## src/rtl/regfile_wb_sched.sv

```systemverilog
// -----------------------------------------------------------------------------
// regfile_wb_sched
//
// Write-back scheduler for the 32x32 register file. The file has a single
// synchronous write port. Two requesters share it: the ALU result path (port A)
// and the load result path (port B).
//
// After every reset the block runs a clear sequence. It writes zero to
// x1..x(2^AW-1), one register per cycle. Only after that does it accept
// requests.
//
// Optional feature macro: WB_BYPASS_EN. When it is defined, combinational
// read-port forwarding is added. It covers the cycle in which a registered
// write is on we/WriteAddr/WriteData but the file has not yet committed it.
//
// Ports
//   clk                 rising-edge clock
//   rst                 asynchronous, active-low reset
//   a_valid/a_addr/a_data, a_ready   ALU write-back request / accept
//   b_valid/b_addr/b_data, b_ready   load write-back request / accept
//   we, WriteAddr, WriteData         registered register-file write port
//   init_done           clear sequence finished, requests may be granted
//   ReadAddr1/2, rf_data1/2 -> fwd_data1/2   (WB_BYPASS_EN only) forwarding
//   dbg_state           0 = CLEAR, 1 = RUN
//
// Handshake: a transfer happens on a rising edge where x_valid && x_ready.
// A requester keeps valid/addr/data stable until it is accepted. ready is a
// combinational function of state, both valids and the round-robin pointer.
// It never depends on the other port's ready. At most one ready is high per
// cycle.
// -----------------------------------------------------------------------------
module regfile_wb_sched #(
  parameter int XLEN = 32,
  parameter int AW   = 5
) (
  input  logic            clk,
  input  logic            rst,
  input  logic            a_valid,
  input  logic [AW-1:0]   a_addr,
  input  logic [XLEN-1:0] a_data,
  output logic            a_ready,
  input  logic            b_valid,
  input  logic [AW-1:0]   b_addr,
  input  logic [XLEN-1:0] b_data,
  output logic            b_ready,
  output logic            we,
  output logic [AW-1:0]   WriteAddr,
  output logic [XLEN-1:0] WriteData,
  output logic            init_done,
`ifdef WB_BYPASS_EN
  input  logic [AW-1:0]   ReadAddr1,
  input  logic [AW-1:0]   ReadAddr2,
  input  logic [XLEN-1:0] rf_data1,
  input  logic [XLEN-1:0] rf_data2,
  output logic [XLEN-1:0] fwd_data1,
  output logic [XLEN-1:0] fwd_data2,
`endif
  output logic            dbg_state
);

  typedef enum logic {CLEAR = 1'b0, RUN = 1'b1} state_t;

  localparam logic          LAST_A   = 1'b0;
  localparam logic          LAST_B   = 1'b1;
  localparam logic [AW-1:0] ADDR_MAX = {AW{1'b1}};

  state_t        state;
  logic [AW-1:0] clr_idx;
  logic          last;
  logic          a_grant;
  logic          b_grant;

  // On a tie, the port that was not granted last wins.
  always_comb begin
    a_grant = (state == RUN) && a_valid && (!b_valid || (last == LAST_B));
    b_grant = (state == RUN) && b_valid && (!a_valid || (last == LAST_A));
  end

  assign a_ready   = a_grant;
  assign b_ready   = b_grant;
  assign dbg_state = (state == RUN);

  always_ff @(posedge clk or negedge rst) begin
    if (!rst) begin
      state     <= CLEAR;
      clr_idx   <= AW'(1);
      last      <= LAST_B;
      we        <= 1'b0;
      WriteAddr <= '0;
      WriteData <= '0;
      init_done <= 1'b0;
    end else begin
      case (state)
        CLEAR: begin
          // The top register was issued on the previous edge. Spend this edge
          // leaving CLEAR, so ready stays low until init_done is visible.
          if (we && (WriteAddr == ADDR_MAX)) begin
            state     <= RUN;
            init_done <= 1'b1;
            we        <= 1'b0;
          end else begin
            we        <= 1'b1;
            WriteAddr <= clr_idx;
            WriteData <= '0;
            // Saturate at the top so the index can never wrap back to x0.
            if (clr_idx != ADDR_MAX) clr_idx <= clr_idx + 1'b1;
          end
        end
        RUN: begin
          // Writes to x0 are accepted but dropped. They do not count as a
          // turn, so the round-robin pointer is left alone.
          if (a_grant) begin
            if (a_addr != '0) begin
              we        <= 1'b1;
              WriteAddr <= a_addr;
              WriteData <= a_data;
              last      <= LAST_A;
            end else begin
              we <= 1'b0;
            end
          end else if (b_grant) begin
            if (b_addr != '0) begin
              we        <= 1'b1;
              WriteAddr <= b_addr;
              WriteData <= b_data;
              last      <= LAST_B;
            end else begin
              we <= 1'b0;
            end
          end else begin
            we <= 1'b0;
          end
        end
        default: state <= CLEAR;
      endcase
    end
  end

`ifdef WB_BYPASS_EN
  // x0 always reads as zero. Otherwise a pending write to the same register
  // overrides the stale file data.
  always_comb begin
    fwd_data1 = rf_data1;
    if (ReadAddr1 == '0)
      fwd_data1 = '0;
    else if (we && (WriteAddr == ReadAddr1))
      fwd_data1 = WriteData;
  end

  always_comb begin
    fwd_data2 = rf_data2;
    if (ReadAddr2 == '0)
      fwd_data2 = '0;
    else if (we && (WriteAddr == ReadAddr2))
      fwd_data2 = WriteData;
  end
`endif

endmodule

```

## config.mk

```make
export PLATFORM = sky130hd
export DESIGN_NAME = regfile_wb_sched
export DESIGN_NICKNAME = d
export VERILOG_FILES = /design/src/rtl/regfile_wb_sched.sv
export SDC_FILE = /design/constraint.sdc
export NUM_CORES = 1
export LEC_CHECK = 0
export CORE_ASPECT_RATIO = 0.5
export CORE_MARGIN = 3
export CORE_UTILIZATION = 46
export CTS_BUF_LIST = sky130_fd_sc_hd__clkbuf_2 sky130_fd_sc_hd__clkbuf_4 sky130_fd_sc_hd__clkbuf_8
export CTS_CLUSTER_SIZE = 25
export DETAILED_ROUTE_END_ITERATION = 16
export GPL_TIMING_DRIVEN = 1
export PLACE_DENSITY_LB_ADDON = 0.2
export SKIP_LAST_GASP = 1
export SLEW_MARGIN = 0
export SYNTH_ARGS = -nofsm -noshare
export SYNTH_HDL_FRONTEND = slang
export SYNTH_SLANG_ARGS = --single-unit
```

## constraint.sdc

```tcl
create_clock -name clk -period 5.1 [get_ports clk]
set_clock_uncertainty 0.05 [all_clocks]
set_input_delay 0.765 -clock clk [delete_from_list [all_inputs] [get_ports clk]]
set_output_delay 0.765 -clock clk [all_outputs]
set_load 0.05 [all_outputs]
```

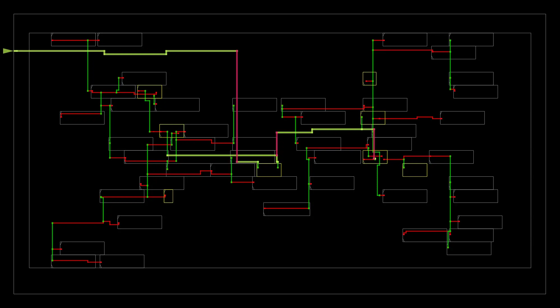
**Above:** run 1 (clock wiring as the flow saved it).
Skew-Pair Late Insertion Delay: 0.29 ns
clock buffer count from CTS: 5
CLK BUF: 7
registers: 46
CTS Sinks: 46

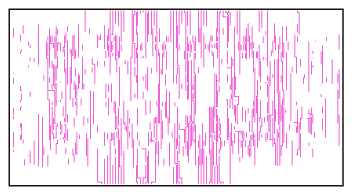
**Above:** run 1 (met2 routing).
Scale: 3 px per um.
longest straight run	24.8 um
main direction	vertical
nets with wire on the layer	370
share of all routed wire	48%

==> results.ini, run 1 <==
[outcome]
outcome = completed

[power_and_ir_drop]
top_power_group = combinational logic
powerSeq_mw = 0.468
p_switching_mw = 0.504
p_leak_nw = 1.70

[layout]
sh_seq_area_pct = 30.0
drive_above_1_share_pct = 16.6
inv_count = 3
comb_share_pct = 33.0
fillers = 359
buffers = 123
syn2layout_area_growth_pct = 52.3
logic_area_mm2 = 0.00127

[detailed_routing]
drtIter0Drc = 97
finalWirelength_mm = 6.64
via_per_inst = 5.30
drc_errors = 0
met3_length_um = 505
drtAntennaViolNets = 0
top_layer = met4

[clocking]
htree_num_levels = 2
clkTransAtPathRegs_ns = 0.08

[final_timing]
finalSetupTns_ns = 0
setup_viol = 0
fin_crit_ns = 3.71
relSlewSlack_pct = 34.9
fmax_mhz = 270
hold_viol = 0
slew_viol_final = 0
worst_slew_pin_slew_ns = 0.976

[synthesis]
syn_nets = 330
syn_area_mm2 = 0.00252
synthTopCellsByCount = dfrtp_1, nand3_1, o21ai_0, nand2_1, mux2_2
synth_cell_types = 34
fa_ha_area_share_pct = 0.992
synth.area.top_cells = dfrtp_1, mux2_4, mux2_2, nand3_1, o21ai_0
ys_sh_simple_pct = 16.7
xor_area_share_pct = 1.04
aoi_share_pct = 10.9

[die]
tap_cells = 70
ios = 120
fp.dieW_um = 111
core.rowCount = 18
die_y_um = 58.4

[grt]
grtUsageMet1_pct = 27.1
first_global_vias = 2263

[setup_path]
crit-reg2reg-launch = last
timing.critical_path.from = a_valid

[worst_hold_path]
hp-class = reg2reg
min_from = init_done
whs_path_depth = 1

[placed_design]
placed_cell_area_mm2 = 0.00375
io_buffers = 119

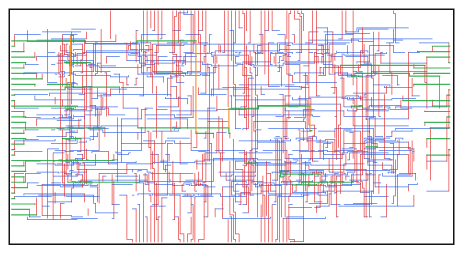
**Above:** run 1 (metal layers overlaid).
Scale: 4 px per um.
color	layer	wire length
blue	metal 1	2890 um
red	metal 2	3200 um
green	metal 3	505 um
orange	metal 4	46.2 um

==> run 2, diff against run 1 <==
CORE_UTILIZATION = 38   (was 46)
clock period = 3.3 ns   (was 5.1 ns; I/O delays follow)
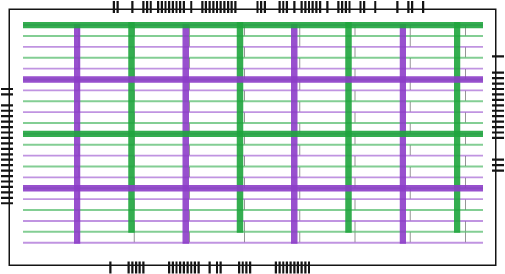
**Above:** run 2 (supply network).
Scale: 4 px per um. Pins as bars on the die edge. Tap cells in gray.
color	net
purple	VSS
green	VDD
met5 straps	4
met1 rails	21
met4 straps	8
tap cells	88
signal pins	120
die width: 121 um
Core ar.: 0.00626 mm2
maximum vdd drop: 262 uV
die height: 63.6 um

==> results.ini, run 2 <==
[detailed_routing]
via_per_inst = 5.07
drc_errors = 0
drtAntennaViolNets = 0
drtIter0Drc = 130
met3_length_um = 437
top_layer = met4

[die]
ios = 120
core.rowCount = 20

[clocking]
cts_buffers = 5
cts_sinks = 46
htree_num_levels = 2
clkTransAtPathRegs_ns = 0.09
clk_latency_ns = 0.30

[synthesis]
synth_cell_types = 34
xor_area_share_pct = 1.04
fa_ha_area_share_pct = 0.992
synthTopCellsByCount = dfrtp_1, nand3_1, o21ai_0, nand2_1, mux2_2
aoi_share_pct = 10.9
syn_nets = 330
ys_sh_simple_pct = 16.7
syn_area_mm2 = 0.00252

[layout]
seq_cells = 46
syn2layout_area_growth_pct = 54.4
fillers = 550
comb_share_pct = 32.5
drive_above_1_share_pct = 17.1
sh_seq_area_pct = 29.6
buffers = 124
logic_area_mm2 = 0.00127

[setup_path]
timing.critical_path.from = dbg_state
crit-reg2reg-launch = dbg_state

[final_timing]
slew_viol_final = 0
relSlewSlack_pct = 34.1
worst_slew_pin_slew_ns = 0.989
fmax_mhz = 384
finalSetupTns_ns = 0
setup_viol = 0

[power_and_ir_drop]
top_power_group = combinational logic
p_leak_nw = 1.72
p_switching_mw = 0.790

[placed_design]
placed_cell_area_mm2 = 0.00379

[outcome]
outcome = completed

[grt]
first_global_vias = 2237
grtUsageMet1_pct = 23.4

==> run 3, diff against run 2 <==
CORE_UTILIZATION = 42   (was 38)
clock period = 2.5 ns   (was 3.3 ns; I/O delays follow)
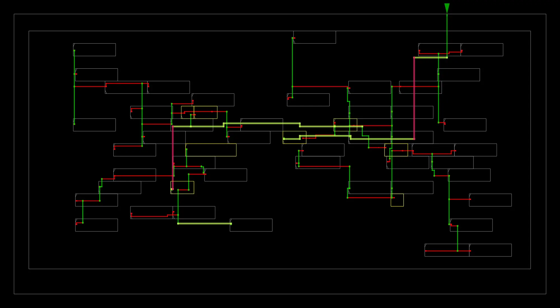
**Above:** run 3 (clock wiring as the flow saved it).
Power Clock: 0.559 mW

==> results.ini, run 3 <==
[detailed_routing]
drtAntennaViolNets = 0
drc_errors = 0
finalWirelength_mm = 7.14
drtIter0Drc = 131
via_per_inst = 5.27
met3_length_um = 375
wl_met2_mm = 3.67
top_layer = met4

[synthesis]
synth.area.mux_share_pct = 20.2
synth_seq_share_pct = 45.7
synthTopCellsByCount = dfrtp_1, nand3_1, o21ai_0, nand2_1, mux2_2
ys_sh_simple_pct = 16.7
xor_area_share_pct = 1.04
synth_cell_types = 34
syn_nets = 330
synth.area.top_cells = dfrtp_1, mux2_4, mux2_2, nand3_1, o21ai_0
syn_area_mm2 = 0.00252
fa_ha_area_share_pct = 0.992
aoi_share_pct = 10.9
ys_ff = 46

[clocking]
cts_sinks = 46
clock_path_buffers = 2
cts_setup_buffers = 0
clk_latency_ns = 0.29
clkTransAtPathRegs_ns = 0.08
cts_tree = built
cts_root_buffer = clkbuf_8
hold_buffers = 0
cts_buffers = 5
htree_num_levels = 2

[final_timing]
fin_crit_ns = 2.13
slew_viol_final = 0
finalSetupTns_ns = 0
hold_viol = 0
worst_slew_pin_slew_ns = 0.649
fmax_mhz = 469
relSlewSlack_pct = 56.8
setup_viol = 0

[grt]
first_global_vias = 2385
grt_util_all_layers_pct = 21.2
grt_max_degree = 37
grtUsageMet1_pct = 27.1
grt_pass1_wl_mm = 11.7

[layout]
logic_area_mm2 = 0.00127
comb_share_pct = 32.1
clock_buffers = 7
antenna_cells = 0
drive_above_1_share_pct = 18.8
layout.nets = 447
bufAreaShareNonClock_pct = 33.2
syn2layout_area_growth_pct = 56.5
reg.largest.list = WriteData x32, WriteAddr x5, clr_idx x5
largest_reg_flops = 32
sh_seq_area_pct = 29.2
inv_count = 3
fillers = 453
final-clk-cell-share_pct = 2.88
seq_cells = 46
final_cell_mix = clkdlybuf4s50_1, dfrtp_1, nand3_1, o21ai_0, nand2_1
buffers = 130

[worst_hold_path]
hp-class = in2async

[die]
tap_cells = 73
core.rowCount = 19
die_y_um = 60.8
fp.dieW_um = 116
ios = 120
core_mm2 = 0.00563

[job]
cap_violations = 0
warnings = 26

[setup_path]
reg2reg_depth = 5
endpoint = a_ready
critPathArrivalTime_ns = 1.71
crit_chain = clkdlybuf4s50_1 > and2_1 > nand2_1 > inv_1 > buf_4 > buf_12
crit-reg2reg-launch = last
path_depth = 6
cp-start-kind = input pin
timing.critical_path.from = a_valid

[power_and_ir_drop]
powerSeq_mw = 0.958
p_switching_mw = 1.03
p_leak_nw = 1.76
p_comb_share_pct = 44.9
p_int_mw = 1.72
ir_worst_vdd_uv = 342
top_power_group = combinational logic

[outcome]
outcome = completed

[placed_design]
placed_cell_area_mm2 = 0.00383
io_buffers = 119
place_inst = 433


==> layout pictures side by side <==
Met3 routing.
Scale: 3 px per um.
picture 1
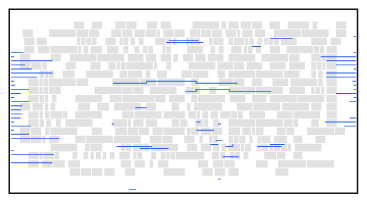
picture 2
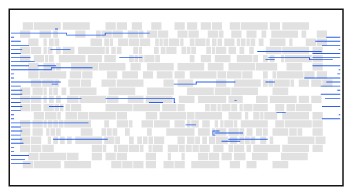
picture 2: run 1
picture 1: run 3

Key to picture 1:
longest straight run	16.6 um
main direction	horizontal

Power is estimated from default activity; no workload was simulated.
